**Cell outlines without signal wires**

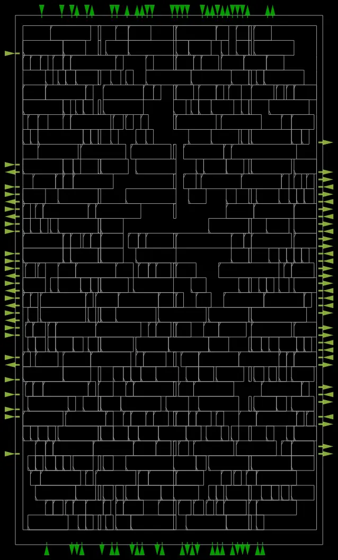
**I/O pins on the die edge**

Scale: 6 px per um. Pins as bars across the die edge, other pins in grey.
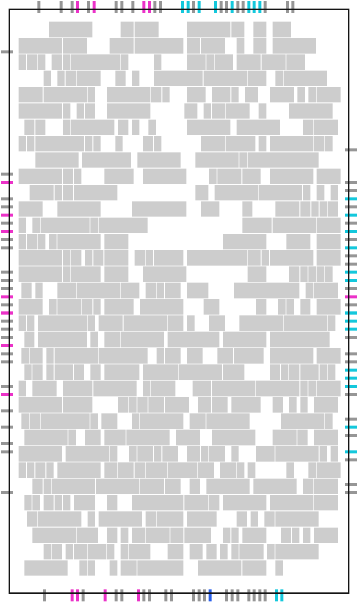
**Sizing map**

Scale: 6 px per um.
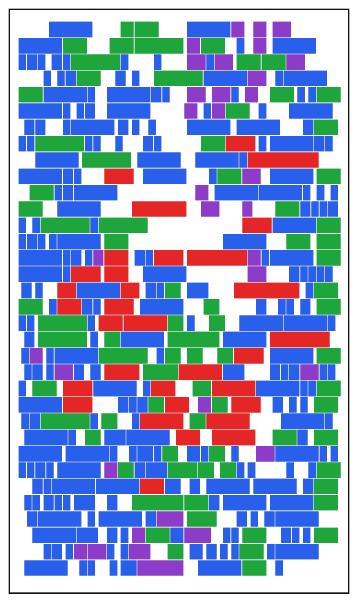
**Wiring by layer**

Scale: 6 px per um. Only two layers are drawn.
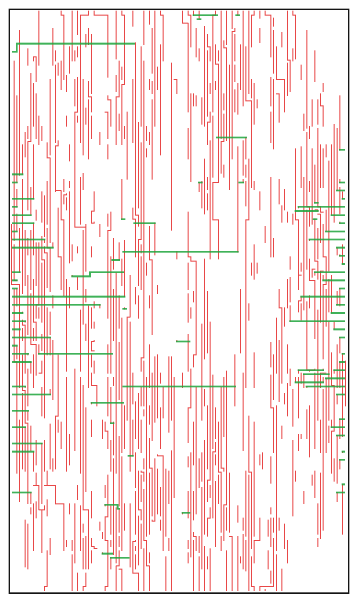
<file path="config.mk">
export PLATFORM = sky130hd
export DESIGN_NAME = final_bits_sequencer
export DESIGN_NICKNAME = d
export VERILOG_FILES = /design/src/rtl/final_bits_sequencer.sv
export SDC_FILE = /design/constraint.sdc
export NUM_CORES = 1
export LEC_CHECK = 0
export ABC_CLOCK_PERIOD_IN_PS = 1300
export CAP_MARGIN = 10
export CORE_ASPECT_RATIO = 1.75
export CORE_UTILIZATION = 56
export CTS_CLUSTER_DIAMETER = 60
export CTS_CLUSTER_SIZE = 14
export DETAILED_ROUTE_END_ITERATION = 10
export DONT_BUFFER_PORTS = 1
export GPL_TIMING_DRIVEN = 1
export PLACE_DENSITY = 0.82
export SETUP_SLACK_MARGIN = 0.5
export SLEW_MARGIN = 10
export SYNTH_ARGS = -nofsm -noshare
export SYNTH_HDL_FRONTEND = slang
export SYNTH_SLANG_ARGS = --single-unit
</file>
<file path="constraint.sdc">
create_clock -name clk -period 1.3 [get_ports clk]
set_clock_uncertainty 0.2 [all_clocks]
set_input_delay 0.195 -clock clk [delete_from_list [all_inputs] [get_ports clk]]
set_output_delay 0.195 -clock clk [all_outputs]
set_load 0.01 [all_outputs]
</file>
<file path="src/rtl/final_bits_sequencer.sv">
// End-of-frame flush controller: feeds cnt/low to the final-bits generator for one
// evaluation cycle, then streams its 0/1/2 words out over valid/ready.
// Optional: define FINAL_SEQ_STALL_CNT_EN to add the out_stall_cnt backpressure counter.
module final_bits_sequencer #(
    parameter int OUTPUT_BITSTREAM_WIDTH = 16,
    parameter int D_SIZE                 = 5,
    parameter int LOW_WIDTH              = 24
) (
    input  logic                              clk,
    input  logic                              reset,
    input  logic                              in_flag_final,
    input  logic [D_SIZE-1:0]                 in_cnt,
    input  logic [LOW_WIDTH-1:0]              in_low,
    output logic                              gen_flag_final,
    output logic [D_SIZE-1:0]                 gen_cnt,
    output logic [LOW_WIDTH-1:0]              gen_low,
    input  logic [1:0]                        gen_flag,
    input  logic [OUTPUT_BITSTREAM_WIDTH-1:0] gen_bit_1,
    input  logic [OUTPUT_BITSTREAM_WIDTH-1:0] gen_bit_2,
    output logic                              out_valid,
    input  logic                              out_ready,
    output logic [OUTPUT_BITSTREAM_WIDTH-1:0] out_bitstream,
    output logic                              out_last,
    output logic                              out_busy,
    output logic                              out_done
`ifdef FINAL_SEQ_STALL_CNT_EN
    ,
    output logic [15:0]                       out_stall_cnt
`endif
);

    typedef enum logic [2:0] {
        S_IDLE,
        S_EVAL,
        S_EMIT1,
        S_EMIT2,
        S_DONE
    } state_t;

    state_t                              state, state_nxt;
    logic [D_SIZE-1:0]                   cnt_q;
    logic [LOW_WIDTH-1:0]                low_q;
    logic [1:0]                          flag_q;
    logic [OUTPUT_BITSTREAM_WIDTH-1:0]   bit1_q, bit2_q;
    logic                                one_word;
    logic                                req_accept;

    assign one_word   = (flag_q == 2'b01);
    assign req_accept = (state == S_IDLE) && in_flag_final;

    // NOTE: sequential state uses non-blocking (<=) so every register samples
    // pre-edge values regardless of statement order.
    always_ff @(posedge clk) begin
        if (reset) begin
            state  <= S_IDLE;
            cnt_q  <= '0;
            low_q  <= '0;
            flag_q <= '0;
            bit1_q <= '0;
            bit2_q <= '0;
        end else begin
            state <= state_nxt;
            if (req_accept) begin
                cnt_q <= in_cnt;
                low_q <= in_low;
            end
            if (state == S_EVAL) begin
                flag_q <= gen_flag;
                bit1_q <= gen_bit_1;
                bit2_q <= gen_bit_2;
            end
        end
    end

    // NOTE: every output of this block gets a default first, so no path leaves a
    // variable unassigned and no latch is inferred.
    always_comb begin
        state_nxt      = state;
        gen_flag_final = 1'b0;
        out_valid      = 1'b0;
        out_bitstream  = '0;
        out_last       = 1'b0;
        out_done       = 1'b0;
        case (state)
            S_IDLE: begin
                if (in_flag_final) state_nxt = S_EVAL;
            end
            S_EVAL: begin
                gen_flag_final = 1'b1;
                // 11 is treated as a two-word result
                state_nxt = (gen_flag == 2'b00) ? S_DONE : S_EMIT1;
            end
            S_EMIT1: begin
                out_valid     = 1'b1;
                out_bitstream = bit1_q;
                out_last      = one_word;
                if (out_ready) state_nxt = one_word ? S_DONE : S_EMIT2;
            end
            S_EMIT2: begin
                out_valid     = 1'b1;
                out_bitstream = bit2_q;
                out_last      = 1'b1;
                if (out_ready) state_nxt = S_DONE;
            end
            S_DONE: begin
                out_done  = 1'b1;
                state_nxt = S_IDLE;
            end
            default: state_nxt = S_IDLE;
        endcase
    end

    assign out_busy = (state != S_IDLE);

    // Operand isolation: the generator only sees live operands during EVAL.
    assign gen_cnt = gen_flag_final ? cnt_q : '0;
    assign gen_low = gen_flag_final ? low_q : '0;

`ifdef FINAL_SEQ_STALL_CNT_EN
    always_ff @(posedge clk) begin
        if (reset || req_accept) begin
            out_stall_cnt <= '0;
        end else if (out_valid && !out_ready && (out_stall_cnt != 16'hFFFF)) begin
            out_stall_cnt <= out_stall_cnt + 16'd1;
        end
    end
`endif

endmodule

</file>
==> impl.org <==
#+TITLE: Physical design notes

** Final layout
- Non-clock inverter instance count of the final layout :: 7
- Proportion of cell area occupied by multi-input gates :: 47.0%
- Most used logic cell in the final layout :: sky130_fd_sc_hd__nand2_1
- The layout has 13 clock buffers.
- Number of combinational gates with multiple inputs :: 273
- Per the cell usage report, the commonest logic cells after layout are sky130_fd_sc_hd__nand2_1 (117), sky130_fd_sc_hd__dfxtp_1 (63), sky130_fd_sc_hd__a21oi_1 (50).
- Combinational gate area :: 0.00184 mm2
- Final-stage net count :: 458
- Final cell utilization of the core :: 78.7%
- The layout has 321 filler cells.
- In the final layout, non-clock buffers account for 10.8% of the cell area.
- Total inserted antenna cells :: 0
- Sequential Area :: 0.00133 mm2
- By area, multi-input combinational cells come first.
- Clock network share of area :: 4.82%
- Area growth, synth to finish :: 35.5%
- Fraction of layout instances using a drive strength above 1 :: 36.4%
- Final cell count without fillers :: 450

** Power and ir drop
- Overall power consumption :: 5.05 mW
- IR drop worst, VDD :: 1.37 mV
- Per the summary, power density relative to cell area is 1290 mW/mm2.
- The leakage power in the latest report is 1.38 nW.

** Worst setup path
- Last element of the critical path :: gen_low[1]
- Of all nets on the critical path, the largest fanout is 15.
- STA classifies the critical path startpoint as a flop.
- Worst R2R End :: low_q[15]$_SDFFE_PP0P_
- The worst setup path is of the reg2out kind.
- Critical path data required time :: 0.90 ns
- CP Data Arrival Time :: 1.32 ns
- The cell family contributing the most delay on the critical path is flip-flops.
- Sort of element at the end of the critical path :: output port
- Looking at the critical path, the single cell with the biggest stage delay is sky130_fd_sc_hd__dfxtp_2.
- In this run the critical path is formed by nor2_4 > buf_4 > buf_12 > and3_4.
- Cell count of the worst reg-to-reg path :: 7
- Combined buffer and inverter count along the critical path :: 2
- CP max stage delay :: 0.36 ns
- For reference, the critical path is launched at state[2]$_SDFFE_PP0P_.
- Total number of cells along the worst setup path :: 4
- Worst-case register-to-register setup slack :: -0.37 ns
- Worst R2R Start :: state[2]$_SDFFE_PP0P_

** Logic synthesis
- Summing the areas of all fa, ha and maj instances in the mapped netlist gives 0% of the synthesized area.
- Counting flops with a built-in enable in the synthesized netlist gives 0.
- The synthesis report names the predominant flop master as sky130_fd_sc_hd__dfxtp_1.
- Before any placement, the netlist area is recorded as 0.00289 mm2.
- Multiplexer area fraction after synthesis :: 5.54%
- Synthesized-area fraction occupied by and/or/nand/nor cells :: 28.2%
- Synthesis produced a netlist with a net count of 439.
- Yosys warning tally :: 0
- In this run the mean area of a mapped cell was 7.78 um2.
- The number of different library cells used by synthesis comes to 31.
- Syn Inst Count :: 372
- The synthesized design contains 66 register bits.
- The number of cells reported by Yosys stat comes to 372.
- Compound Share, Synth :: 14.0%
- The chip area line in the Yosys stat output reads 0.00289 mm2.
- Async S/R FF share, synth :: 0%
- The synthesized netlist devotes 0% of its cell area to XOR and XNOR gates.
- Post-synth seq share :: 45.7%
- The synthesis run identifies the leading combinational cell family as simple AND/OR/NAND/NOR gates.

** Timing
- Final Max Tran Viols :: 0
- Setup repair after global routing missed its margin :: true
- Peak Freq :: 585 MHz
- Setup TNS :: -31.32 ns
- Shortest clock period the worst path allows after layout :: 1.71 ns
- Hold WS :: -0.269 ns
- Setup violations, final :: 116
- Rel. slew slack :: 83.8%
- Once routing completed, OpenROAD measured the worst setup slack at -0.410 ns.
- At the pin with the least slew margin, the transition time is 0.241 ns.
- After layout, the worst path uses 132% of the clock period.
- Final hold vios :: 66

** Clock network
- TritonCTS built the clock tree.
- No sink is reached through more buffers than the 2 on the longest clock path.
- Total clock buffers created by CTS :: 9
- For this design, the sink count on the clock tree is 66.
- The cell sitting at the root of the clock tree is a sky130_fd_sc_hd__clkbuf_8.
- Count of H-tree levels built during CTS :: 3
- Clock insertion delay at the later pin of the skew report :: 0.33 ns
- Clock transition time at the flip-flop clock pins of the worst setup and hold paths :: 0.07 ns

** Placement
- The count of buffers added on input and output ports is 0.
- Dpl cells :: 416
- The congestion estimate from routability-driven global placement came to 0.750.
- Placement Cell Area :: 0.00329 mm2
- Post-Place Worst Slack :: -0.155 ns
- Summed over all nets, the half-perimeter wirelength after detailed placement is 4.49 mm.

** Run
- Warning total across the stage logs :: 31
- The run reported a max-capacitance violation count of 0.

** Min path
- Startpoint of the most critical hold path :: reset
- Worst hold path type :: in2reg
- Min-Delay Endpoint :: cnt_q[3]$_SDFFE_PP0P_
- Along the worst hold path, the cell count comes to 1.

** Die
- In this run the horizontal extent of the chip is 56.3 um.
- Vertical die dimension :: 97.1 um
- The floorplan report gives the top-level pin count as 117.
- Before placement the cells fill 58.1% of the core.
- Per the OpenROAD floorplan log, the area of the die is 0.00547 mm2.
- Placement Rows :: 34
- Core region area :: 0.00498 mm2

** Routing
- Antenna violation net count after detailed routing :: 0
- Number of violations reported at the end of detailed-routing iteration 0 :: 113
- Aggregate routed wire length :: 7.54 mm
- Total iterations of the first detailed-routing run :: 4
- Using the TritonRoute via totals, the vias-per-cell ratio works out to 5.88.
- Drc violations :: 0

** GRT
- Largest net degree at the start of global routing :: 66
- Total grt overflow :: 0
- The initial antenna violation count was 0.
- Global-route wire length before repair :: 12.1 mm
- Number of global-route vias before repair :: 2684

** Status
- The run finished, with violations left.
- The checks that failed: negative hold slack, negative setup slack.
Notes on 'cell outlines without signal wires' above:
share of the final layout cell area in sequential cells: 33.9%
seq_cells: 66
tapcells inserted: 54

Notes on 'I/O pins on the die edge' above:
[cyan] in_low | pins: 24 | direction: input | edge: 14 right, 8 top, 2 bottom
[blue] out_done | pins: 1 | direction: output | edge: bottom
[magenta] out_bitstream | pins: 16 | direction: output | edge: 7 left, 4 top, 4 bottom, 1 right
all pins by edge: 34 right, 29 left, 29 top, 25 bottom

Notes on 'sizing map' above:
[purple] x2 | cells: 34 | share: 8.6% | most used: a21oi_2
[blue] x1 and smaller | cells: 252 | share: 64% | most used: nand2_1
[red] x6 and larger | cells: 32 | share: 8.1% | most used: clkbuf_8
[green] x3 and x4 | cells: 78 | share: 20% | most used: and3_4
buffer count excluding the clock tree in the final layout: 34
Non-Filler Cell Area, Final: 0.00392 mm2

Notes on 'wiring by layer' above:
[green] M3 | wire length: 306 um
[red] M2 | wire length: 4370 um
post-DR wirelength/cell: 16.7 um
gr usage total: 28.5%
count of vias placed by the detailed router: 2645

==> layer usage <==
layer,GRT usage (%),wire length (um),share of wire [%]
met1,27.8,2640,35
met3,5.73,306,4.1
met2,55.0,4370,58
met4,12.6,221,2.9
met5,0,0,0
==> report_power, final <==
part	leakage, nW	switching [mW]	internal [mW]
clock network	0.0974	0.699	0.935
logic	0.741	0.588	0.532
registers	0.542	0.119	2.18
total	1.38	1.41	3.64
==> registers in the layout (all words and copies together) (netlist names) <==
signal  count
flag_q      2
bit1_q     16
state       3
cnt_q       5
bit2_q     16
low_q      24
==> cells by family after synthesis <==
group           Yosys count
simple gates            186
compound gates           71
flops                    66
buf+inv                  33
mux                      16
==> cell usage after synthesis (2+ instances only) <==
master / number / share of area, %
sky130_fd_sc_hd__mux2i_1: 16 / 5.5
sky130_fd_sc_hd__nor2_1: 19 / 2.5
sky130_fd_sc_hd__clkbuf_1: 10 / 1.3
sky130_fd_sc_hd__buf_2: 11 / 1.9
sky130_fd_sc_hd__a21oi_1: 55 / 9.5
sky130_fd_sc_hd__a21oi_2: 10 / 3.0
sky130_fd_sc_hd__inv_1: 2 / 0.26
sky130_fd_sc_hd__and3_1: 29 / 6.3
sky130_fd_sc_hd__buf_6: 3 / 1.2
sky130_fd_sc_hd__nand2_1: 126 / 16
sky130_fd_sc_hd__nand2b_1: 3 / 0.65
sky130_fd_sc_hd__buf_4: 4 / 1.0
sky130_fd_sc_hd__dfxtp_1: 66 / 46
==> repair_timing <==
item | CTS | global route
resized | 40 | 12
hold endpoints to repair | 66 | 66
cloned | 7 | 1
setup endpoints to repair | 116 | 116
buffers inserted | 10 | 0
pin swaps | 4 | 0
Power figures rest on the tool's default switching activity, not on a simulated workload.
